<file path="config.mk">
export PLATFORM = sky130hd
export DESIGN_NAME = serial_adder_ctrl
export DESIGN_NICKNAME = d
export VERILOG_FILES = /design/src/rtl/serial_adder_pkg.sv /design/src/rtl/serial_adder_ctrl_fa_bit.sv /design/src/rtl/serial_adder_ctrl.sv
export SDC_FILE = /design/constraint.sdc
export NUM_CORES = 1
export LEC_CHECK = 0
export ABC_AREA = 1
export CELL_PAD_IN_SITES_DETAIL_PLACEMENT = 1
export CELL_PAD_IN_SITES_GLOBAL_PLACEMENT = 1
export CORE_ASPECT_RATIO = 0.75
export CORE_MARGIN = 2
export CORE_UTILIZATION = 29
export CTS_CLUSTER_DIAMETER = 120
export DETAILED_ROUTE_END_ITERATION = 7
export PLACE_DENSITY = 0.6
export SETUP_SLACK_MARGIN = 0.2
export SYNTH_ARGS = -nofsm -noshare
export SYNTH_HDL_FRONTEND = slang
export SYNTH_SLANG_ARGS = --single-unit
</file>
<file path="constraint.sdc">
create_clock -name clk -period 1.3 [get_ports clk]
set_clock_uncertainty 0.2 [all_clocks]
set_input_delay 0.26 -clock clk [delete_from_list [all_inputs] [get_ports clk]]
set_output_delay 0.26 -clock clk [all_outputs]
set_load 0.01 [all_outputs]
</file>
<file path="src/rtl/serial_adder_pkg.sv">
// rtl/serial_adder_pkg.sv - shared state encodings and default width for the serial adder
package serial_adder_pkg;

    typedef enum logic [1:0] {
        IDLE = 2'd0,
        RUN  = 2'd1,
        DONE = 2'd2
    } state_t;

    localparam int DEFAULT_WIDTH = 8;

endpackage

</file>
<file path="src/rtl/serial_adder_ctrl_fa_bit.sv">
// rtl/serial_adder_ctrl_fa_bit.sv - combinational one-bit full-adder cell
module fa_bit (
    input  logic a,
    input  logic b,
    input  logic cin,
    output logic sum,
    output logic cout
);

    assign sum  = a ^ b ^ cin;
    assign cout = (a & b) | (a & cin) | (b & cin);

endmodule

</file>
<file path="src/rtl/serial_adder_ctrl.sv">
// rtl/serial_adder_ctrl.sv - bit-serial adder controller sharing one full-adder cell over WIDTH cycles
module serial_adder_ctrl
    import serial_adder_pkg::*;
#(
    parameter int WIDTH = DEFAULT_WIDTH,
    parameter int CW    = $clog2(WIDTH)
) (
    input  logic             clk,
    input  logic             rst,
    input  logic             start,
    input  logic [WIDTH-1:0] a,
    input  logic [WIDTH-1:0] b,
    input  logic             cin,
    output logic             busy,
    output logic             done,
    output logic [WIDTH-1:0] sum,
    output logic             cout
);

    localparam logic [CW-1:0] LAST = CW'(WIDTH - 1);

    state_t          state;
    logic [WIDTH-1:0] sa;
    logic [WIDTH-1:0] sb;
    logic [WIDTH-1:0] pr;
    logic [WIDTH-1:0] pr_next;
    logic [CW-1:0]    cnt;
    logic             carry;
    logic             cell_sum;
    logic             cell_cout;

    fa_bit u_fa (
        .a    (sa[0]),
        .b    (sb[0]),
        .cin  (carry),
        .sum  (cell_sum),
        .cout (cell_cout)
    );

    // New result bit enters at the MSB; after WIDTH steps bit 0 has reached position 0.
    assign pr_next = WIDTH'({cell_sum, pr} >> 1);

    always_ff @(posedge clk or posedge rst) begin
        if (rst) begin
            state <= IDLE;
            busy  <= 1'b0;
            done  <= 1'b0;
            sum   <= '0;
            cout  <= 1'b0;
            sa    <= '0;
            sb    <= '0;
            pr    <= '0;
            cnt   <= '0;
            carry <= 1'b0;
        end else begin
            case (state)
                RUN: begin
                    sa    <= sa >> 1;
                    sb    <= sb >> 1;
                    carry <= cell_cout;
                    pr    <= pr_next;
                    cnt   <= cnt + CW'(1);
                    if (cnt == LAST) begin
                        state <= DONE;
                        busy  <= 1'b0;
                        done  <= 1'b1;
                        sum   <= pr_next;
                        cout  <= cell_cout;
                    end
                end
                // IDLE, DONE and the unused encoding all behave as "ready for a start".
                default: begin
                    if (start) begin
                        state <= RUN;
                        busy  <= 1'b1;
                        done  <= 1'b0;
                        sa    <= a;
                        sb    <= b;
                        carry <= cin;
                        cnt   <= '0;
                        pr    <= '0;
                    end else begin
                        state <= IDLE;
                        busy  <= 1'b0;
                        done  <= 1'b0;
                    end
                end
            endcase
        end
    end

endmodule
</file>
Met1 routing:
(4 px per um) Supply wires on this layer in grey.
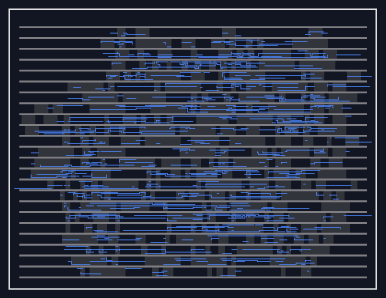
nets with wire on the layer: 250
main direction: horizontal
wire length on this layer: 2360 um
share of all routed wire: 48%
met1 Track Usage GR: 19.82%
post-detailed-routing wire length: 4954 um
routed vias: 1507

The metal 2 layer:
(4 px per um)
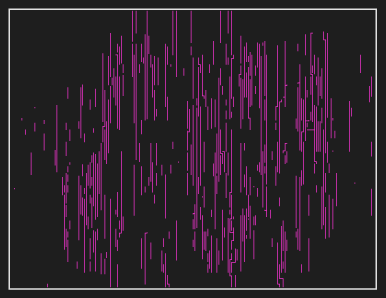
nets with wire on the layer: 236
share of all routed wire: 48%
longest straight run: 32.3 um
grt met2 use: 25.49%

==> Flow_metrics.wiki <==
=== Physical design figures ===
{| class="wikitable"
! Metric !! Value
|-
| Total tool warning count || 29
|-
| Worst Reg2Reg Path Length in Cells || 7
|-
| Hold-fix buffers at CTS || 0
|-
| Post-placement cell area || 2293 um2
|-
| Non-Clock Buffer Area Fraction || 27.19%
|-
| Clock root buffer || sky130_fd_sc_hd__clkbuf_8
|-
| Number of gates resized after cts || 56
|-
| Maximum fanout along the worst path || 8
|-
| Multi-input combinational cell count || 132
|-
| Cell count after synthesis || 186
|-
| Count of non-CTS inverters in the layout || 6
|-
| Most numerous cell in the Yosys netlist || sky130_fd_sc_hd__nand2_1
|-
| Worst-case setup slack after placement || -0.3088 ns
|-
| Post-CTS Setup Bufs || 8
|-
| Placer's final routability congestion estimate || 0.7532
|-
| Die height || 69.56 um
|-
| Initial core utilization || 30.55%
|-
| Latest clock arrival within the worst-skew pair || 0.29 ns
|-
| Run status || complete, but fails checks
|-
| Register-to-register setup slack || -0.15 ns
|-
| Via density per instance || 4.581
|-
| Tap cell count || 75
|-
| Max Slew Vio Count || 0
|-
| Cell-by-cell trace of the critical path || buf_12 > nor2_8 > buf_6 > buf_6 > buf_12 > nand2_1 > nand3_1
|-
| H-tree lvl count || 2
|-
| Post-synthesis register bit count || 38
|-
| Quantity of I/O buffers inserted on ports || 30
|-
| Layout cells sized above 1 || 42.13%
|-
| GRT Util Overall || 15.40%
|-
| Cell area leaders || sky130_fd_sc_hd__dfrtp_1 57%, sky130_fd_sc_hd__nand2_1 17%, sky130_fd_sc_hd__nand3_1 14%
|-
| Floorplan Core Area || 5439 um2
|-
| Setup slack of the critical path after layout || -0.1489 ns
|-
| Detailed-route wire length per cell || 15.06 um
|-
| Chip Area || 6358 um2
|-
| Final Net Count || 276
|-
| Number of iterations in the first detailed-routing pass || 4
|-
| Clock buffer depth || 2
|-
| Post-synth top area cell || sky130_fd_sc_hd__dfrtp_1
|-
| Total number of yosys warnings || 0
|-
| End of the worst register-to-register path || sb[4]
|-
| Violations in the final reports || negative setup slack
|-
| Final period utilization || 111.5%
|-
| Slowest cell on the critical path || sky130_fd_sc_hd__dfrtp_2
|-
| Fill count || 593
|-
| CP startpoint || done
|-
| Worst-case vdd ir drop || 0.0008313 V
|-
| Peak per-stage delay on the critical path || 0.44 ns
|-
| Antenna violation net count after detailed routing || 0
|-
| Slew Limit Headroom || 84.48%
|-
| Endpoint class of the critical path || flip-flop
|-
| Clock network share of area || 3.982%
|-
| Critical register-to-register path startpoint || done
|-
| Largest net degree at the start of global routing || 19
|-
| First-iteration detailed-routing DRC count || 51
|-
| Seq share, synth || 57.23%
|-
| Final antenna diode count || 0
|-
| Pwr Density || 2106 nW/um2
|-
| TritonCTS sink count || 38
|-
| DRC errors left || 0
|-
| MI comb area || 803.3 um2
|-
| Cell area after technology mapping || 1662 um2
|-
| Register cell area after layout || 953.4 um2
|-
| Final hold vios || 0
|-
| Count of placed standard cells including taps || 298
|-
| Count of buffer and inverter cells on the critical path || 4
|-
| Initial antenna violation count || 0
|-
| Post-synthesis xor/xnor area fraction || 0%
|-
| Cell count in the Yosys report || 186
|-
| Final cell area excluding filler cells || 2734 um2
|-
| Non-filler instance count after layout || 329
|-
| Worst path arrival time || 1.48 ns
|-
| Critical path's top delay family || buffers and inverters
|-
| Layout-stage area growth over the synthesis result || 64.53%
|-
| Type of origin of the critical path || flip-flop
|-
| Area share of the largest cell type after synthesis || 57.23%
|-
| Total power consumption of the routed design || 5.758 mW
|-
| Reported max-cap violation count || 0
|-
| Inserted Clock Buffers || 5
|-
| Syn avg cell area || 8.933 um2
|-
| Final setup TNS || -3.367 ns
|-
| # rows || 23
|-
| Portion of netlist area occupied by mux cells || 0%
|-
| End point of the critical path || sb[4]
|-
| Shortest clock period the worst path allows after layout || 1.449 ns
|-
| Adder-cell area share of the yosys netlist || 2.711%
|-
| Cell class ranked first by area || registers
|-
| Global-route wire length before repair || 7810 um
|-
| Complex Gates by Area || 0%
|-
| Top flip-flop cell by instance count after synthesis || sky130_fd_sc_hd__dfrtp_1
|-
| Post-synthesis cell type count || 15
|-
| Simple-gate portion of the synthesized area || 34.41%
|-
| Required arrival time at the worst endpoint || 1.33 ns
|-
| Async set-reset flop share out of synthesis || 100.0%
|-
| Final setup violating endpoints || 40
|-
| List of most frequent post-synthesis cells || 77 x sky130_fd_sc_hd__nand2_1, 47 x sky130_fd_sc_hd__nand3_1, 38 x sky130_fd_sc_hd__dfrtp_1
|-
| Clock buffers || 5
|-
| I/O pins || 31
|-
| Static Leakage || 1.378 nW
|-
| Logic depth of the worst setup path including buffers || 7
|-
| Number of buffers outside the clock class in the layout || 70
|-
| Kind of critical path || reg -> reg
|-
| Logic share of the area || 29.38%
|-
| Yosys stat area || 1662 um2
|-
| HPWL after detailed placement || 3073 um
|-
| Via count of the first global-routing pass || 1646
|-
| TritonCTS clock tree || built
|-
| Total grt overflow || 0
|-
| RSZ-0062 raised after global routing || true
|-
| Slew of the pin with the lowest slew margin || 0.2323 ns
|-
| Synth logic family || simple AND/OR/NAND/NOR gates
|-
| Hold Crit Class || in -> async
|-
| Horiz. Die Dim || 91.41 um
|-
| Peak clock frequency supported by timing || 690.2 MHz
|}
Signal wires on met3:
(6 px per um)
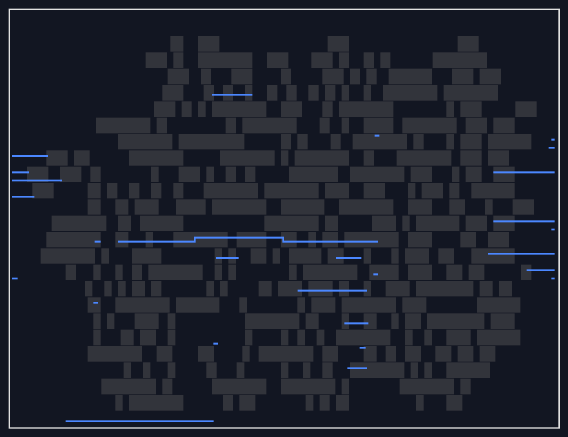
longest straight run: 24.4 um
nets with wire on the layer: 20
main direction: horizontal
share of all routed wire: 3.2%
M3 GR Usage: 3.696%

## cells in the final DEF, fill, tap and decap left out, drive strengths merged
master / Yosys / layout
nand2: 78 / 78
nand3: 47 / 47
clkinv: 0 / 2
inv: 6 / 5
buf: 10 / 48
fa: 1 / 1
dfrtp: 38 / 38
nor2: 4 / 4
ha: 2 / 2
bufinv: 0 / 1
clkdlybuf4s50: 0 / 19
clkinvlp: 0 / 1
clkbuf: 0 / 8
## power by group
group / internal [mW] / switching, mW / leakage [nW] / total, mW
Clock: 0.565 / 0.423 / 0.0579 / 0.988
Combinational: 1.49 / 1.32 / 0.830 / 2.81
Sequential: 1.63 / 0.332 / 0.490 / 1.96
Total: 3.68 / 2.08 / 1.38 / 5.76
## cells by family (layout without fill, tap and decap cells)
| group | count (synthesis) | count (layout) |
|---|---|---|
| simple gates | 129 | 129 |
| flops | 38 | 38 |
| fa+ha+maj | 3 | 3 |
| buf+inv | 16 | 84 |
## registers in the layout, summed over array words and instances (netlist names)
signal and flops:
carry 1, cnt 3, cout 1, done 1, pr 7, sa 8, sb 8, state 1
sum 8
## stage by stage
| step | utilization (%) | hold slack (ns) |
|---|---|---|
| CTS | 45.96 | 0.04724 |
| finish | 50.26 | 0.04613 |
| floorplan | - | 0.02604 |
| global route | 50.26 | 0.04431 |
| global placement | 42.17 | 0.2576 |
| detailed placement | 42.17 | 0.2732 |
## layer usage
metal / up-vias / GRT usage [%] / share of wire (%)
li1: 732 / - / -
met1: 732 / 19.82 / 48
met2: 32 / 25.49 / 48
met3: 11 / 3.696 / 3.2
met4: 0 / 5.051 / 1.5
met5: - / 0 / 0
Power is estimated from default activity; no workload was simulated.
